==> images/met1.png <==
Bar = 50 um.
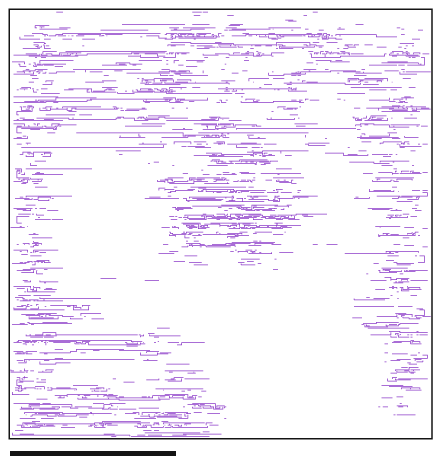
==> images/met2.png <==
Bar = 50 um.
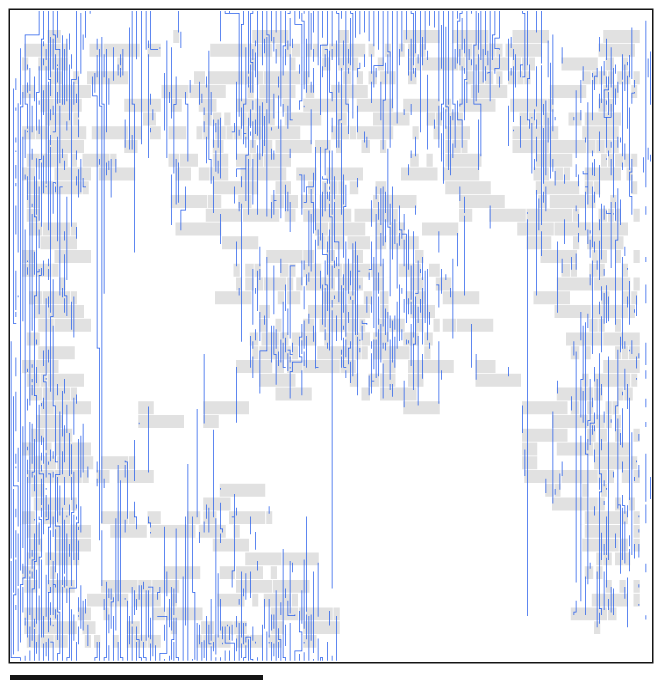
File: src/rtl/wishbone_interconnect_n.sv
// Single-master, N-slave Wishbone classic interconnect.
// The top address byte selects one slave window. Requests and responses are
// registered. Unmapped addresses and slaves that never ack return a bus error.
// Slave interrupts are masked and OR-ed into one registered line.
module wishbone_interconnect_n #(
    parameter int                    NUM_SLAVES = 4,
    parameter int                    TIMEOUT    = 255,
    parameter logic [NUM_SLAVES-1:0] INT_MASK   = '1
) (
    input  logic                       clk,
    input  logic                       rst,
    input  logic                       m_we_i,
    input  logic                       m_cyc_i,
    input  logic                       m_stb_i,
    input  logic [3:0]                 m_sel_i,
    input  logic [31:0]                m_adr_i,
    input  logic [31:0]                m_dat_i,
    output logic [31:0]                m_dat_o,
    output logic                       m_ack_o,
    output logic                       m_err_o,
    output logic                       m_int_o,
    output logic [NUM_SLAVES-1:0]      s_we_o,
    output logic [NUM_SLAVES-1:0]      s_cyc_o,
    output logic [NUM_SLAVES-1:0]      s_stb_o,
    output logic [3:0]                 s_sel_o,
    output logic [31:0]                s_adr_o,
    output logic [31:0]                s_dat_o,
    input  logic [32*NUM_SLAVES-1:0]   s_dat_i,
    input  logic [NUM_SLAVES-1:0]      s_ack_i,
    input  logic [NUM_SLAVES-1:0]      s_int_i
);

    localparam logic [1:0] IDLE = 2'd0;
    localparam logic [1:0] BUSY = 2'd1;
    localparam logic [1:0] DONE = 2'd2;
    localparam logic [1:0] ERR  = 2'd3;

    localparam logic [15:0] CNT_LAST = 16'(TIMEOUT - 1);

    logic [1:0]            state;
    logic [15:0]           cnt;
    logic [NUM_SLAVES-1:0] dec_oh;
    logic                  mapped;
    logic                  ack_hit;
    logic [31:0]           rd_data;

    // Decode the incoming window byte into a one-hot slave select.
    always_comb begin
        dec_oh = '0;
        for (int i = 0; i < NUM_SLAVES; i++) begin
            dec_oh[i] = (m_adr_i[31:24] == 8'(i));
        end
        mapped = |dec_oh;
    end

    // The registered cyc vector identifies the active slave. Its ack and read
    // data are the only ones that matter; all other acks are masked off.
    always_comb begin
        rd_data = '0;
        for (int i = 0; i < NUM_SLAVES; i++) begin
            if (s_cyc_o[i]) begin
                rd_data = rd_data | s_dat_i[i*32 +: 32];
            end
        end
        ack_hit = |(s_ack_i & s_cyc_o);
    end

    // Transfer sequencing: request latch, slave strobe, response and watchdog.
    always_ff @(posedge clk) begin
        if (rst) begin
            state   <= IDLE;
            cnt     <= '0;
            m_dat_o <= '0;
            m_ack_o <= 1'b0;
            m_err_o <= 1'b0;
            m_int_o <= 1'b0;
            s_we_o  <= '0;
            s_cyc_o <= '0;
            s_stb_o <= '0;
            s_sel_o <= '0;
            s_adr_o <= '0;
            s_dat_o <= '0;
        end else begin
            m_ack_o <= 1'b0;
            m_err_o <= 1'b0;
            m_int_o <= |(s_int_i & INT_MASK);
            case (state)
                IDLE: begin
                    if (m_cyc_i && m_stb_i) begin
                        s_adr_o <= {8'h00, m_adr_i[23:0]};
                        s_sel_o <= m_sel_i;
                        s_dat_o <= m_dat_i;
                        cnt     <= '0;
                        if (mapped) begin
                            state   <= BUSY;
                            s_cyc_o <= dec_oh;
                            s_stb_o <= dec_oh;
                            s_we_o  <= m_we_i ? dec_oh : '0;
                        end else begin
                            state   <= ERR;
                            m_err_o <= 1'b1;
                        end
                    end
                end
                BUSY: begin
                    cnt <= cnt + 16'd1;
                    if (!m_cyc_i) begin
                        // Master abort: release the slave silently.
                        state   <= IDLE;
                        s_cyc_o <= '0;
                        s_stb_o <= '0;
                        s_we_o  <= '0;
                    end else if (ack_hit) begin
                        // Read data is captured only for reads; writes keep the old value.
                        if (~|s_we_o) begin
                            m_dat_o <= rd_data;
                        end
                        state   <= DONE;
                        m_ack_o <= 1'b1;
                        s_cyc_o <= '0;
                        s_stb_o <= '0;
                        s_we_o  <= '0;
                    end else if (cnt == CNT_LAST) begin
                        state   <= ERR;
                        m_err_o <= 1'b1;
                        s_cyc_o <= '0;
                        s_stb_o <= '0;
                        s_we_o  <= '0;
                    end
                end
                default: begin
                    // DONE and ERR last one cycle; the still-visible request is not re-decoded.
                    state <= IDLE;
                end
            endcase
        end
    end

endmodule

File: config.mk
export PLATFORM = sky130hd
export DESIGN_NAME = wishbone_interconnect_n
export DESIGN_NICKNAME = d
export VERILOG_FILES = /design/src/rtl/wishbone_interconnect_n.sv
export SDC_FILE = /design/constraint.sdc
export NUM_CORES = 1
export LEC_CHECK = 0
export CAP_MARGIN = 10
export CORE_AREA = 2 2 125 127
export CTS_CLUSTER_DIAMETER = 50
export DETAILED_ROUTE_END_ITERATION = 7
export DIE_AREA = 0 0 127 129
export DONT_BUFFER_PORTS = 1
export PLACE_DENSITY = 0.61
export SLEW_MARGIN = 40
export SYNTH_ARGS = -nofsm -noshare
export SYNTH_HDL_FRONTEND = slang
export SYNTH_SLANG_ARGS = --single-unit
export TNS_END_PERCENT = 5
File: constraint.sdc
create_clock -name clk -period 4.1 [get_ports clk]
set_clock_uncertainty 0.1 [all_clocks]
set_input_delay 0.82 -clock clk [delete_from_list [all_inputs] [get_ports clk]]
set_output_delay 0.82 -clock clk [all_outputs]
set_load 0.01 [all_outputs]
==> deck_impl_summary.md <==
Synthesis and Place & Route Summary

Synthesis
  – Ys flops: 121
  – Warnings, synthesis: 0
  – Ao+oa area frac: 27.4%
  – Xor/xnor share: 0%
  – Post-synthesis cell area: 5540 sq um
  – Yosys synthesis chip area: 5540 sq um
  – Top comb family, area: AND-OR/OR-AND gates
  – Gate Count Post-Synth: 644
  – Async set-or-reset flop fraction in the synthesized netlist: 0%

Final layout
  – Clock-cell share of area: 9.25%
  – Regs by FF count: m_dat_o: 32 flops, s_dat_o: 32 flops, s_adr_o: 24 flops
  – Combinational gate count: 460
  – Layout net count: 820
  – N_diodes: 0
  – Top cell class by occupied area: multi-input combinational cells
  – Fillers: 1498
  – Final Core Density: 40.6%
  – # clk buffers: 19
  – Gate Area: 2810 sq um
  – Storage cell area: 2420 sq um
  – Num sequential: 121

Power
  – Int Power: 0.00208 W
  – Clk. pwr: 0.00140 W
  – Sequential Power Share: 45.0%
  – Net Switching: 0.000718 W
  – Pwr Density: 460 nW/um^2

Place
  – Tally of buffers added on design ports: 0
  – Post-DP HPWL: 12000 um
  – Inst Count DP: 778

Final timing
  – Final Max Tran Viols: 0
  – Final Hold Viols: 0
  – # setup viols final: 0
  – Rel. slew slack: 48.6%
  – Period minus WS final: 2.54 ns

Setup path
  – Data required, critical path: 4.33 ns
  – Cells along the critical path: buf_4 -> a22oi_1 -> a211oi_4 -> buf_4 -> nor2_1 -> a311oi_2
  – CP Max Fanout: 64

Global route
  – First-pass GRT wire length: 23800 um
  – Vias in the first global route: 4420

Floorplan
  – Die X-Extent: 127 um
  – Io pins: 324
  – Core area: 15000 sq um

Outcome
  – Outcome: finished clean

Clocking
  – Sink Count: 121
  – Max Root-Sink Buffers: 2

Drt
  – Post-route ant nets: 0
  – Iter 0 DRT Violations: 269
-- met1.png (at the start) --
share of all routed wire: 35%
main direction: horizontal
wire length on this layer: 5740 um
nets with wire on the layer: 723
longest straight run: 42.8 um
Vias: 4743
grt met1 use: 19.4%
WL final: 16300 um

-- met2.png (at the start) --
longest straight run: 91.6 um
wire length on this layer: 8170 um
share of all routed wire: 50%
nets with wire on the layer: 682
main direction: vertical
met2 usage: 32.8%

cells in the mapped netlist, types with 2 or more instances:
cell	number	share of area, %
a22oi_1	66	8.9
buf_4	15	2.0
buf_2	7	0.63
a21oi_1	74	6.7
nor2_1	51	3.5
nand3b_1	3	0.41
a311oi_2	28	7.6
mux2_4	3	0.81
nor2b_1	5	0.56
buf_6	3	0.61
mux2_2	2	0.41
a311oi_1	10	1.6
inv_1	3	0.20
nand4_1	6	0.68
a31oi_1	3	0.34
clkbuf_1	42	2.8
dfxtp_1	121	44
mux2i_1	7	1.3
ha_1	2	0.45
nand2_1	136	9.2
nor3_1	7	0.63
nand3_1	7	0.63
a211oi_1	4	0.54
o21ai_0	5	0.45
nor4_1	5	0.56
nand2b_1	8	0.90
Power is estimated from default activity; no workload was simulated.
